==> src/rtl/register_writeback.sv <==
// -----------------------------------------------------------------------------
// register_writeback
//
// Merges two register-file write sources into one registered write port:
//   * the in-order pipeline writeback, which has priority, and
//   * long-latency (load/divide) results, buffered in a small FIFO and drained
//     in any cycle the pipeline does not write.
// A starvation counter stalls the pipeline port after STARVE_MAX consecutive
// cycles in which the FIFO was blocked, so queued results always make progress.
// Decode read ports are checked against every write still in flight (FIFO
// entries plus the output register) to flag read-after-write hazards.
//
// Parameters
//   DEPTH       long-latency FIFO entries (power of two, 2..16)
//   STARVE_MAX  blocked-drain cycles before pipe_stall is raised
//
// Configuration macro
//   WB_BYPASS_EN  when defined, a result arriving while the FIFO is empty and
//                 the output register is otherwise unused is written straight
//                 to the output register (one-cycle latency).
//
// Ports
//   clk                               clock, all state on rising edge
//   rst                               asynchronous reset, active-low
//   pipe_wren/pipe_waddr/pipe_wdata   pipeline writeback request
//   pipe_stall                        pipeline request not accepted this cycle
//   lsu_valid/lsu_waddr/lsu_wdata     long-latency result
//   lsu_ready                         FIFO accepts a result this cycle
//   rden1/raddr1, rden2/raddr2        decode read requests
//   hazard1/hazard2                   read address has a write in flight
//   wren/waddr/wdata                  registered register-file write
// -----------------------------------------------------------------------------
module register_writeback #(
    parameter int DEPTH      = 4,
    parameter int STARVE_MAX = 8
) (
    input  logic        clk,
    input  logic        rst,
    input  logic        pipe_wren,
    input  logic [4:0]  pipe_waddr,
    input  logic [31:0] pipe_wdata,
    output logic        pipe_stall,
    input  logic        lsu_valid,
    input  logic [4:0]  lsu_waddr,
    input  logic [31:0] lsu_wdata,
    output logic        lsu_ready,
    input  logic        rden1,
    input  logic [4:0]  raddr1,
    input  logic        rden2,
    input  logic [4:0]  raddr2,
    output logic        hazard1,
    output logic        hazard2,
    output logic        wren,
    output logic [4:0]  waddr,
    output logic [31:0] wdata
);

    localparam int DATA_W = 32;
    localparam int ADDR_W = 5;
    localparam int PTR_W  = $clog2(DEPTH);
    localparam int CNT_W  = PTR_W + 1;
    localparam int STV_W  = $clog2(STARVE_MAX + 1);

    // Starvation count never needs to exceed STARVE_MAX.
    function automatic logic [STV_W-1:0] starve_inc(input logic [STV_W-1:0] v);
        if (v == STV_W'(STARVE_MAX)) begin
            return v;
        end
        return v + 1'b1;
    endfunction

    logic [ADDR_W-1:0] fifo_addr [DEPTH];
    logic [DATA_W-1:0] fifo_data [DEPTH];

    logic [PTR_W-1:0]  wr_ptr;
    logic [PTR_W-1:0]  rd_ptr;
    logic [CNT_W-1:0]  count;
    logic [STV_W-1:0]  starve;

    logic              fifo_empty;
    logic              pipe_acc;
    logic              lsu_acc;
    logic              enq;
    logic              deq;
    logic              bypass;
    logic              push;

    logic [PTR_W-1:0]  offset;
    logic              in_fifo1;
    logic              in_fifo2;

    assign fifo_empty = (count == '0);
    assign pipe_stall = (starve == STV_W'(STARVE_MAX));
    assign pipe_acc   = pipe_wren && !pipe_stall;
    // The pipeline owns the output register whenever it writes; the FIFO
    // drains in every other cycle, which includes every stalled cycle.
    assign deq        = !fifo_empty && !pipe_acc;

    // Ready comes from the registered count only; a same-cycle dequeue does
    // not make room. Held low while reset is asserted.
    assign lsu_ready  = rst && (count < CNT_W'(DEPTH));
    assign lsu_acc    = lsu_valid && lsu_ready;
    // Results for x0 are accepted but never stored.
    assign enq        = lsu_acc && (lsu_waddr != '0);

`ifdef WB_BYPASS_EN
    assign bypass     = enq && fifo_empty && !pipe_acc && !deq;
`else
    assign bypass     = 1'b0;
`endif

    assign push       = enq && !bypass;

    // Accept stage -> FIFO storage (data path, no reset needed)
    always_ff @(posedge clk) begin
        if (push) begin
            fifo_addr[wr_ptr] <= lsu_waddr;
            fifo_data[wr_ptr] <= lsu_wdata;
        end
    end

    // Accept stage -> FIFO control, starvation counter, output register
    always_ff @(posedge clk or negedge rst) begin
        if (!rst) begin
            wr_ptr <= '0;
            rd_ptr <= '0;
            count  <= '0;
            starve <= '0;
            wren   <= 1'b0;
            waddr  <= '0;
            wdata  <= '0;
        end else begin
            count <= count + CNT_W'(push) - CNT_W'(deq);
            if (push) begin
                wr_ptr <= wr_ptr + 1'b1;
            end
            if (deq) begin
                rd_ptr <= rd_ptr + 1'b1;
            end

            if (fifo_empty || deq) begin
                starve <= '0;
            end else if (pipe_acc) begin
                starve <= starve_inc(starve);
            end

            if (pipe_acc) begin
                wren  <= (pipe_waddr != '0);
                waddr <= pipe_waddr;
                wdata <= pipe_wdata;
            end else if (deq) begin
                wren  <= 1'b1;
                waddr <= fifo_addr[rd_ptr];
                wdata <= fifo_data[rd_ptr];
            end else if (bypass) begin
                wren  <= 1'b1;
                waddr <= lsu_waddr;
                wdata <= lsu_wdata;
            end else begin
                wren  <= 1'b0;
            end
        end
    end

    // An entry is live when its distance from the read pointer is below the
    // occupancy; the pointer subtraction wraps modulo DEPTH.
    always_comb begin
        offset   = '0;
        in_fifo1 = 1'b0;
        in_fifo2 = 1'b0;
        for (int i = 0; i < DEPTH; i++) begin
            offset = PTR_W'(i) - rd_ptr;
            if ({1'b0, offset} < count) begin
                if (fifo_addr[i] == raddr1) in_fifo1 = 1'b1;
                if (fifo_addr[i] == raddr2) in_fifo2 = 1'b1;
            end
        end
    end

    assign hazard1 = rden1 && (raddr1 != '0) &&
                     (in_fifo1 || (wren && (waddr == raddr1)));
    assign hazard2 = rden2 && (raddr2 != '0) &&
                     (in_fifo2 || (wren && (waddr == raddr2)));

endmodule

==> config.mk <==
export PLATFORM = sky130hd
export DESIGN_NAME = register_writeback
export DESIGN_NICKNAME = d
export VERILOG_FILES = /design/src/rtl/register_writeback.sv
export SDC_FILE = /design/constraint.sdc
export NUM_CORES = 1
export LEC_CHECK = 0
export CORE_MARGIN = 4
export CORE_UTILIZATION = 49
export CTS_CLUSTER_DIAMETER = 40
export CTS_CLUSTER_SIZE = 12
export DETAILED_ROUTE_END_ITERATION = 8
export PLACE_DENSITY = 0.81
export REMOVE_ABC_BUFFERS = 1
export SYNTH_ARGS = -nofsm -noshare
export SYNTH_HDL_FRONTEND = slang
export SYNTH_SLANG_ARGS = --single-unit
==> constraint.sdc <==
create_clock -name clk -period 2.45 [get_ports clk]
set_input_delay 0.49 -clock clk [delete_from_list [all_inputs] [get_ports clk]]
set_output_delay 0.49 -clock clk [all_outputs]
set_load 0.02 [all_outputs]
Run 1, routed metal, one colour a layer:
Scale bar: 50 µm.
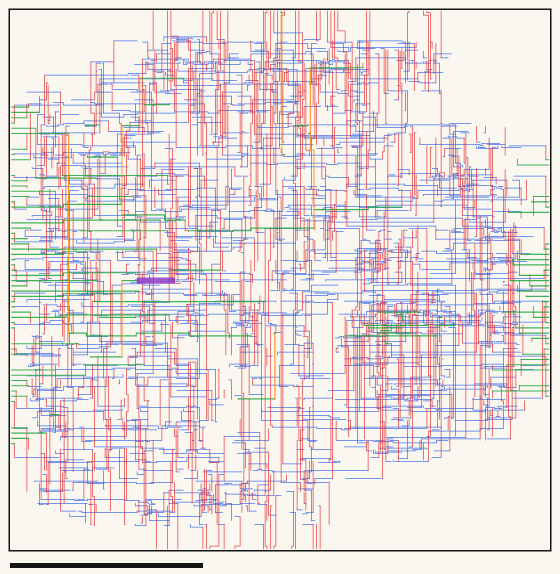
- metal 4: orange (wire length 221 µm)
- metal 2: red (wire length 9610 µm)
- metal 3: green (wire length 1100 µm)
- metal 1: blue (wire length 7780 µm)
- metal 5: purple (wire length 8.30 µm)

Run 1, routing congestion:
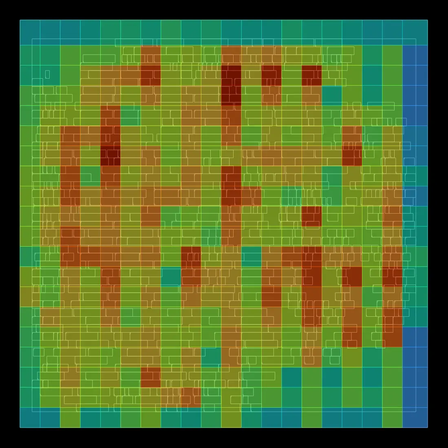
met1 Use GR: 24.8%
WL/cell: 20.4 µm
final core occ: 65.1%

Run 1, clock distribution:
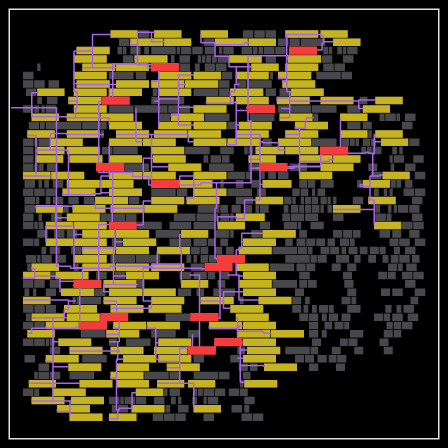
- flip-flops: yellow (count 197)
- clock drivers: red (count 17)
- clock wires: purple (length 2010 µm)
- routed clock nets: 18

Run 1, selected gate families:
Scale bar: 50 µm.
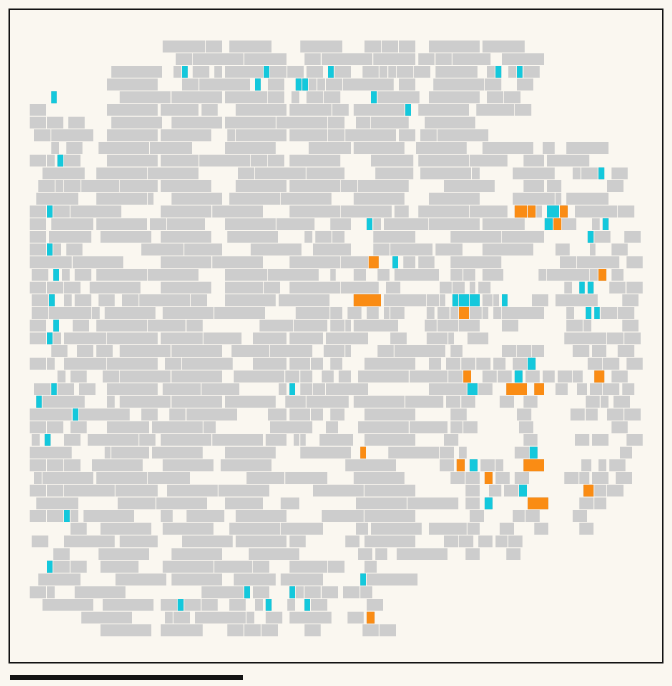
- NOR gates: orange (cells 19)
- NAND gates: cyan (cells 53; where spread over the die)

## run 1: cells in the final DEF (no fill, tap or decap), types with 2 or more instances in the layout
master           instances
dfrtp_1                 46
nand2_1                 42
mux2i_1                 37
nand3_1                  7
nor3_1                   8
a21oi_1                  4
clkbuf_16               17
inv_1                   14
ha_1                    12
edfxtp_1               148
o21ai_0                  6
buf_12                   7
xnor2_1                 31
clkinvlp_4               2
clkinv_2                 2
inv_6                    3
bufinv_16                3
nor4_1                   3
xnor2_2                  2
mux4_2                  37
dfrtp_2                  3
buf_4                   39
clkdlybuf4s50_1        128
nand2b_1                 2
o21ai_1                 35
clkbuf_1                 2
and2_2                   4
nor4_2                   3
or4_1                    3
a31oi_1                  4
inv_8                    2
xor2_1                  25
==> impl_metrics.tcl, run 1 <==
# place-and-route summary
set metrics [dict create \
    status "complete, but fails checks" \
    violations "negative setup slack" \
    swShare_pct 30.5 \
    ys_cells 524 \
    yosys.area.top_type_share_pct 52.3 \
    detail_route.vias_per_cell 5.40 \
    stage_log_warnings 32 \
    layout_setup_ws_ps -351 \
    ys_types 37 \
    seq_share_pct 51.8 \
    wl_met3_um 1100 \
    die_w_um 140 \
    synthMuxAreaShare_pct 14.2 \
    top_usage_layer "met2" \
    hold_viol 0 \
    critical_path_buf_inv_count 2 \
    critPathLaunch "rd_ptr[1]" \
    fin_cells 919 \
    hold_path_class "in -> async" \
    end_kind "output port" \
    place_ws_ps -643 \
    cts_tree "yes" \
    worst_pin_slew_ps 751 \
    grt_use_met3_pct 4.67 \
    yosysWarnings 0 \
    nonClkBufAreaFrac_pct 15.7 \
    fp_util_pct 50.6 \
    cts.sinks 197 \
    comb_share_pct 24.0 \
    ff_type "edfxtp_1" \
    synthCells 524 \
    max_cap_viol_count 0 \
    most_common_cell "edfxtp_1" \
    seq_area_mm2 0.00567 \
    vias 4961 \
    power.total_mw 10.9 \
    gp_congestion 0.942 \
    final-setup-viol-count 2 \
    crit_end "hazard1" \
    place_area_mm2 0.0103 \
    fin_setup_tns_ps -660 \
    cts_made_buffers 17 \
    topCellsByArea "edfxtp_1 (52%), dfrtp_1 (14%), mux4_2 (9.8%)" \
    top_power_group "registers" \
    simple_gate_area_share_pct 4.68 \
    path_clk_slew_ps 70 \
]
==> inputs of run 2 (changes only) <==
--- a/config.mk
+++ b/config.mk
@@ -5,6 +5,7 @@
 export SDC_FILE = /design/constraint.sdc
 export NUM_CORES = 1
 export LEC_CHECK = 0
+export ABC_CLOCK_PERIOD_IN_PS = 2450
 export CORE_MARGIN = 4
 export CORE_UTILIZATION = 49
 export CTS_CLUSTER_DIAMETER = 40
Run 2, clock distribution:
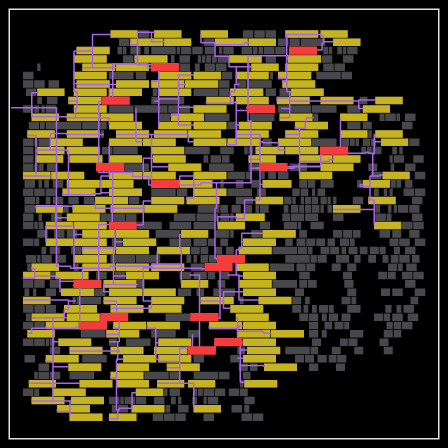
- clock wires: purple (length 2010 µm)
- clock drivers: red (count 17)
- flip-flops: yellow (count 197)
- routed clock nets: 18

Run 2, routing congestion:
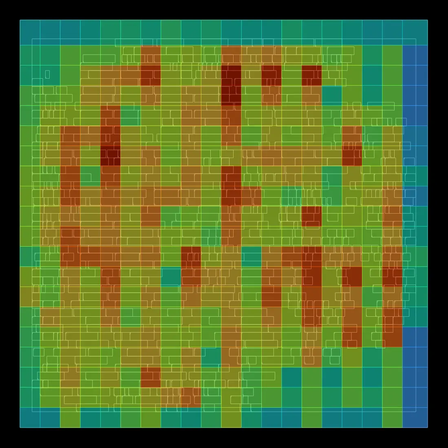
met2 Track Usage GR: 34.1%
GR Util All Layers: 19.7%

==> run 2 against run 1 <==
  * The flow still finishes with violations (negative setup slack)
  * Global-route usage is the same
  * Die size did not move
  * Largest cell class unchanged
  * Wire length stayed put
  * Setup slack is the same
  * First-iteration DRC count did not move
  * Clock skew unchanged
  * Maximum frequency unchanged
  * Clock power hardly changed
  * Largest power group unchanged
  * Utilization unchanged
==> impl_metrics.tcl, run 2 <==
# place-and-route summary
set metrics [dict create \
    status "complete, but fails checks" \
    violations "negative setup slack" \
    synthMuxAreaShare_pct 14.2 \
    ys_types 37 \
    fp_util_pct 50.6 \
    hold_path_class "in -> async" \
    worst_pin_slew_ps 751 \
    end_kind "output port" \
    place_ws_ps -643 \
    max_cap_viol_count 0 \
    layout_setup_ws_ps -351 \
    critPathLaunch "rd_ptr[1]" \
    syn_area_mm2 0.00850 \
    cts_tree "yes" \
    cts_made_buffers 17 \
    crit_end "hazard1" \
    top_power_group "registers" \
    path_cells "xnor2_2 > inv_1 > ha_1 > nand2b_1 > o22ai_2 > nor4_2 > a41oi_1 > a31oi_1 > buf_4" \
    post_drt_wl_per_cell_um 20.4 \
    hold_viol 0 \
    final-setup-viol-count 2 \
    wl_met3_um 1100 \
    fin_setup_tns_ps -660 \
    yosysWarnings 0 \
    path_clk_slew_ps 70 \
    ff_type "edfxtp_1" \
    swShare_pct 30.5 \
    gp_congestion 0.942 \
    stage_log_warnings 32 \
    most_common_cell "edfxtp_1" \
    place_area_mm2 0.0103 \
    critical_path_buf_inv_count 2 \
    yosys.area.top_type_share_pct 52.3 \
    fin_cells 919 \
    power.total_mw 10.9 \
    vias 4961 \
    ys_cells 524 \
]
[run 2: cell counts after synthesis]
Identical to the previous run, type by type.
[run 2: worst reg2reg max path, stage by stage, from the launching register on]
cell and delay (ps):
dfrtp_2 450, and2b_2 260, nand2_1 70, a21oi_2 170, inv_1 90, ha_1 300, inv_1 70, ha_1 140
inv_1 50, fa_2 350, xnor2_2 150, xnor2_1 120
[run 2: cell type report]
type                            instances  area (µm²)
Fill cell                            1182        5860
Sequential cell                       197        5670
Tap cell                              220         275
Clock inverter                         13         173
Multi-Input combinational cell        281        2630
Clock buffer                           19         433
Inverter                               14        52.6
Timing Repair Buffer                  175        1720
[run 2: per-layer routing]
layer / up-vias / GRT usage, %
li1: 2287 / -
met1: 2501 / 24.8
met2: 151 / 34.1
met3: 20 / 4.67
met4: 2 / 5.51
met5: - / 0
Power and IR drop assume default switching activity.
